**Met1 routing**

Bar = 100 um. Cells faint in the background.
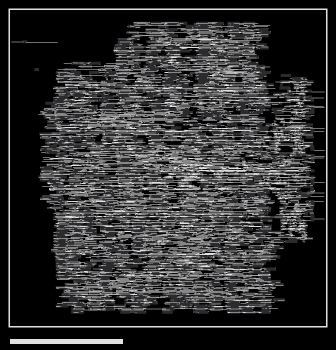
**M2 wires**

Cells faint in the background.
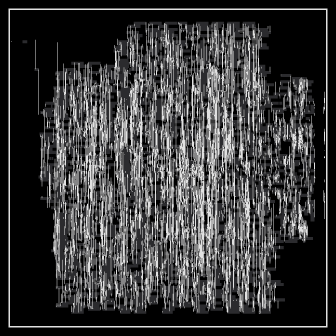
===== src/rtl/calc_window_stats_if.sv =====
// Sample/statistics bundle for calc_window_stats.
// Master drives samples and control; slave returns the window statistics.
interface calc_window_stats_if #(
    parameter int DW    = 3,
    parameter int DEPTH = 256
);
    localparam int AW = $clog2(DEPTH);

    logic [DW-1:0]      wdata;
    logic               wable;
    logic               clr;
    logic               slide;
    logic [DW+AW-1:0]   wsum;
    logic [2*DW+AW-1:0] w2sum;
    logic [AW:0]        wcount;
    logic               wfull;
    logic               wvalid;
    logic               mode;

    modport master (
        output wdata, wable, clr, slide,
        input  wsum, w2sum, wcount, wfull, wvalid, mode
    );

    modport slave (
        input  wdata, wable, clr, slide,
        output wsum, w2sum, wcount, wfull, wvalid, mode
    );
endinterface


===== src/rtl/calc_window_stats.sv =====
// Sliding / cumulative window sum and sum-of-squares accumulator.
// The circular buffer is never cleared; eviction is gated by wfull and mode.
module calc_window_stats #(
    parameter int DW         = 3,
    parameter int DEPTH      = 256,
    parameter bit SLIDE_INIT = 1'b1
) (
    input logic                clk,
    input logic                reset,
    calc_window_stats_if.slave bus
);
    localparam int AW = $clog2(DEPTH);
    localparam int SW = DW + AW;
    localparam int QW = 2 * DW + AW;
    localparam logic [AW:0] FULL_CNT = (AW + 1)'(DEPTH);
    localparam logic [AW:0] LAST_CNT = (AW + 1)'(DEPTH - 1);

    logic [DW-1:0]   mem [DEPTH];
    logic [AW-1:0]   wptr;
    logic [SW-1:0]   sum_q;
    logic [QW-1:0]   sq_q;
    logic [AW:0]     cnt_q;
    logic            full_q;
    logic            valid_q;
    logic            mode_q;

    logic            accept;
    logic            evict;
    logic [DW-1:0]   old;
    logic [2*DW-1:0] d_sq;
    logic [2*DW-1:0] old_sq;
    logic [SW-1:0]   sum_sub;
    logic [QW-1:0]   sq_sub;

    assign accept = bus.wable && !bus.clr;
    assign evict  = full_q && mode_q;
    assign old    = mem[wptr];
    assign d_sq   = {{DW{1'b0}}, bus.wdata} * {{DW{1'b0}}, bus.wdata};
    assign old_sq = {{DW{1'b0}}, old} * {{DW{1'b0}}, old};

    // Oldest entry is only subtracted once the sliding window is full
    always_comb begin
        sum_sub = '0;
        sq_sub  = '0;
        if (evict) begin
            sum_sub = SW'(old);
            sq_sub  = QW'(old_sq);
        end
    end

    // Sample storage; contents survive reset and clear
    always_ff @(posedge clk) begin
        if (accept) begin
            mem[wptr] <= bus.wdata;
        end
    end

    // Accumulators, occupancy, pointer, mode and valid pulse
    always_ff @(posedge clk or posedge reset) begin
        if (reset) begin
            sum_q   <= '0;
            sq_q    <= '0;
            cnt_q   <= '0;
            full_q  <= 1'b0;
            wptr    <= '0;
            valid_q <= 1'b0;
            mode_q  <= SLIDE_INIT;
        end else if (bus.clr) begin
            sum_q   <= '0;
            sq_q    <= '0;
            cnt_q   <= '0;
            full_q  <= 1'b0;
            wptr    <= '0;
            valid_q <= 1'b0;
            mode_q  <= bus.slide;
        end else if (bus.wable) begin
            sum_q   <= sum_q + SW'(bus.wdata) - sum_sub;
            sq_q    <= sq_q + QW'(d_sq) - sq_sub;
            wptr    <= wptr + 1'b1;
            valid_q <= 1'b1;
            if (!full_q) begin
                cnt_q  <= cnt_q + 1'b1;
                full_q <= (cnt_q == LAST_CNT);
            end
        end else begin
            valid_q <= 1'b0;
        end
    end

    assign bus.wsum   = sum_q;
    assign bus.w2sum  = sq_q;
    assign bus.wcount = cnt_q;
    assign bus.wfull  = full_q;
    assign bus.wvalid = valid_q;
    assign bus.mode   = mode_q;

    logic unused_ok;
    assign unused_ok = ^{FULL_CNT};
endmodule


===== src/flat_wrapper.sv =====
// flat-port wrapper written by rule: the top's interface ports become plain ports
module calc_window_stats_flat 
#(
    parameter int DW         = 3,
    parameter int DEPTH      = 256,
    parameter bit SLIDE_INIT = 1'b1
)
  (clk, reset, bus_wdata, bus_wable, bus_clr, bus_slide, bus_wsum, bus_w2sum, bus_wcount, bus_wfull, bus_wvalid, bus_mode);
  calc_window_stats_if #(.DW(DW), .DEPTH(DEPTH)) bus_i ();
  input logic clk;
  input logic reset;
  input wire logic [$bits(bus_i.wdata)-1:0] bus_wdata;
  input wire logic [$bits(bus_i.wable)-1:0] bus_wable;
  input wire logic [$bits(bus_i.clr)-1:0] bus_clr;
  input wire logic [$bits(bus_i.slide)-1:0] bus_slide;
  output wire logic [$bits(bus_i.wsum)-1:0] bus_wsum;
  output wire logic [$bits(bus_i.w2sum)-1:0] bus_w2sum;
  output wire logic [$bits(bus_i.wcount)-1:0] bus_wcount;
  output wire logic [$bits(bus_i.wfull)-1:0] bus_wfull;
  output wire logic [$bits(bus_i.wvalid)-1:0] bus_wvalid;
  output wire logic [$bits(bus_i.mode)-1:0] bus_mode;
  assign bus_i.wdata = bus_wdata;
  assign bus_i.wable = bus_wable;
  assign bus_i.clr = bus_clr;
  assign bus_i.slide = bus_slide;
  assign bus_wsum = bus_i.wsum;
  assign bus_w2sum = bus_i.w2sum;
  assign bus_wcount = bus_i.wcount;
  assign bus_wfull = bus_i.wfull;
  assign bus_wvalid = bus_i.wvalid;
  assign bus_mode = bus_i.mode;
  calc_window_stats #(.DW(DW), .DEPTH(DEPTH), .SLIDE_INIT(SLIDE_INIT)) u_core (.clk(clk), .reset(reset), .bus(bus_i));
endmodule

===== config.mk =====
export PLATFORM = sky130hd
export DESIGN_NAME = calc_window_stats_flat
export DESIGN_NICKNAME = d
export VERILOG_FILES = /design/src/rtl/calc_window_stats_if.sv /design/src/rtl/calc_window_stats.sv /design/src/flat_wrapper.sv
export SDC_FILE = /design/constraint.sdc
export NUM_CORES = 1
export LEC_CHECK = 0
export CAP_MARGIN = 20
export CORE_MARGIN = 10
export CORE_UTILIZATION = 50
export CTS_CLUSTER_SIZE = 25
export DETAILED_ROUTE_END_ITERATION = 8
export GPL_ROUTABILITY_DRIVEN = 0
export PLACE_DENSITY = 0.67
export REMOVE_ABC_BUFFERS = 1
export SLEW_MARGIN = 20
export SYNTH_ARGS = -nofsm -noshare
export SYNTH_HDL_FRONTEND = slang
export SYNTH_SLANG_ARGS = --single-unit

===== constraint.sdc =====
create_clock -name clk -period 14.5 [get_ports clk]
set_clock_uncertainty 0.1 [all_clocks]
set_input_delay 2.9 -clock clk [delete_from_list [all_inputs] [get_ports clk]]
set_output_delay 2.9 -clock clk [all_outputs]
set_load 0.05 [all_outputs]

==> notes.md <==
run metrics: CTS root buf clkbuf_16, H-tree levels 3, all-layer global routing usage 0.201, chip area in the Yosys report 33700 um^2, max cap viols 0, Gate power share 0.121, Max Buffers Root-to-Sink 3, PortBufs 44, XOR Share, Synth 0.00649, worst IR drop on VDD 0.0825 mV, area grow syn2layout 11.8%, postcts setup bufs 0, Seq share, synth 0.717, Seq. cell area 24200 um^2, die height 280 um, DR iter-0 viols 1914, simple share 0.0554, total gr overflow 0, first-pass GRT wire length 118 mm, Synthesized registers 813, final hold violation count 0, Tightest Pin Transition 1050 ps, status finished clean, fin nets 1982, pwr dens 143 nW/um^2, area leader, netlist edfxtp_1
Notes on 'met1 routing' above:
share of all routed wire: 40%
wire length on this layer: 31.6 mm
nets with wire on the layer: 1909
main direction: horizontal

Notes on 'M2 wires' above:
longest straight run: 132 um
share of all routed wire: 48%
main direction: vertical
nets with wire on the layer: 1791

-- power by group through the flow --
| stage | combinational (W) | sequential (W) | clock (W) |
|---|---|---|---|
| 4_1_cts | 0.000656 | 0.00263 | 0.00212 |
| 2_1_floorplan | 0.000419 | 0.00277 | 0 |
| 3_3_place_gp | 0.000644 | 0.00267 | 0 |
| 6_report | 0.000652 | 0.00263 | 0.00210 |
| 3_5_place_dp | 0.000654 | 0.00268 | 0 |
| 5_1_grt | 0.000717 | 0.00263 | 0.00221 |
-- final cells by class --
type / count / area share
multi-input combinational: 891 / 0.234
timing repair buffer: 70 / 0.0175
tap: 873 / 0.0290
inverter: 70 / 0.00700
clock buffer: 94 / 0.0553
sequential: 813 / 0.642
clock inverter: 56 / 0.0153
-- worst max-delay path: cells and delay by family (launching register included) --
kind                     cells  cell delay, ps
AND-OR/OR-AND               12            2710
adder cells (fa/ha/maj)      4            1740
buffers and inverters        5            1650
flip-flops                   1             620
multiplexers                 1             590
AND/OR/NAND/NOR              4             680
-- cell usage in the layout (no fill, tap or decap), types with 14 or more instances in the layout --
cell             instances
clkinv_2                16
a22oi_1                 40
mux2i_1                 17
ha_1                    37
nand2_1                 51
buf_4                   24
dfrtp_1                 41
xnor2_1                 14
clkbuf_16               81
mux4_2                 209
nor2_1                 311
a221oi_1                16
inv_1                   69
nand3_1                 18
edfxtp_1               768
clkdlybuf4s50_1         40
nand3_2                 15
a22o_1                  19
a21oi_1                 18
-- flip-flops by register name, indices dropped and copies added (netlist names) --
name and flops:
u_core.bus.w2sum 14, u_core.bus.wcount 9, u_core.bus.wsum 11, u_core.bus.wfull 1, u_core.bus.wvalid 1, u_core.wptr 8, u_core.bus.mode 1, u_core.mem 768
-- kinds of logic (layout without fill, tap and decap cells) --
group,Yosys count,in the layout
AND/OR/NAND/NOR,450,450
XOR/XNOR,25,25
adder cells (fa/ha/maj),48,48
flip-flops,813,813
multiplexers,227,227
buffers and inverters,185,290
AND-OR/OR-AND,141,141
-- metal layers --
metal | vias up | wire, um | global-route usage | share of wire
li1 | 7519 | - | - | -
met1 | 9125 | 31600 | 0.271 | 0.40
met2 | 834 | 37400 | 0.322 | 0.48
met3 | 133 | 6960 | 0.0438 | 0.089
met4 | 0 | 2160 | 0.0681 | 0.028
met5 | - | 0 | 0 | 0
-- per-stage QoR --
stage	cells	area, um^2
detailed placement	2717	35000
finish	2867	37700
global placement	2717	35000
CTS	2867	37700
global route	2867	37700
floorplan	1774	33200
-- worst paths after layout --
kind                            slack, ps  depth (start not counted)                 from                    to
worst max-delay path                 6210                         26       u_core.wptr[0]  u_core.bus.w2sum[12]
min in group asynchronous            2660                          2                reset   u_core.bus.w2sum[0]
worst min register to register        460                          2  u_core.bus.w2sum[0]   u_core.bus.w2sum[0]
max in group asynchronous           11010                          2                reset        u_core.wptr[1]
worst min-delay path                  460                          2  u_core.bus.w2sum[0]   u_core.bus.w2sum[0]
worst max register to register       6210                         26       u_core.wptr[0]  u_core.bus.w2sum[12]
Power figures rest on the tool's default switching activity, not on a simulated workload.
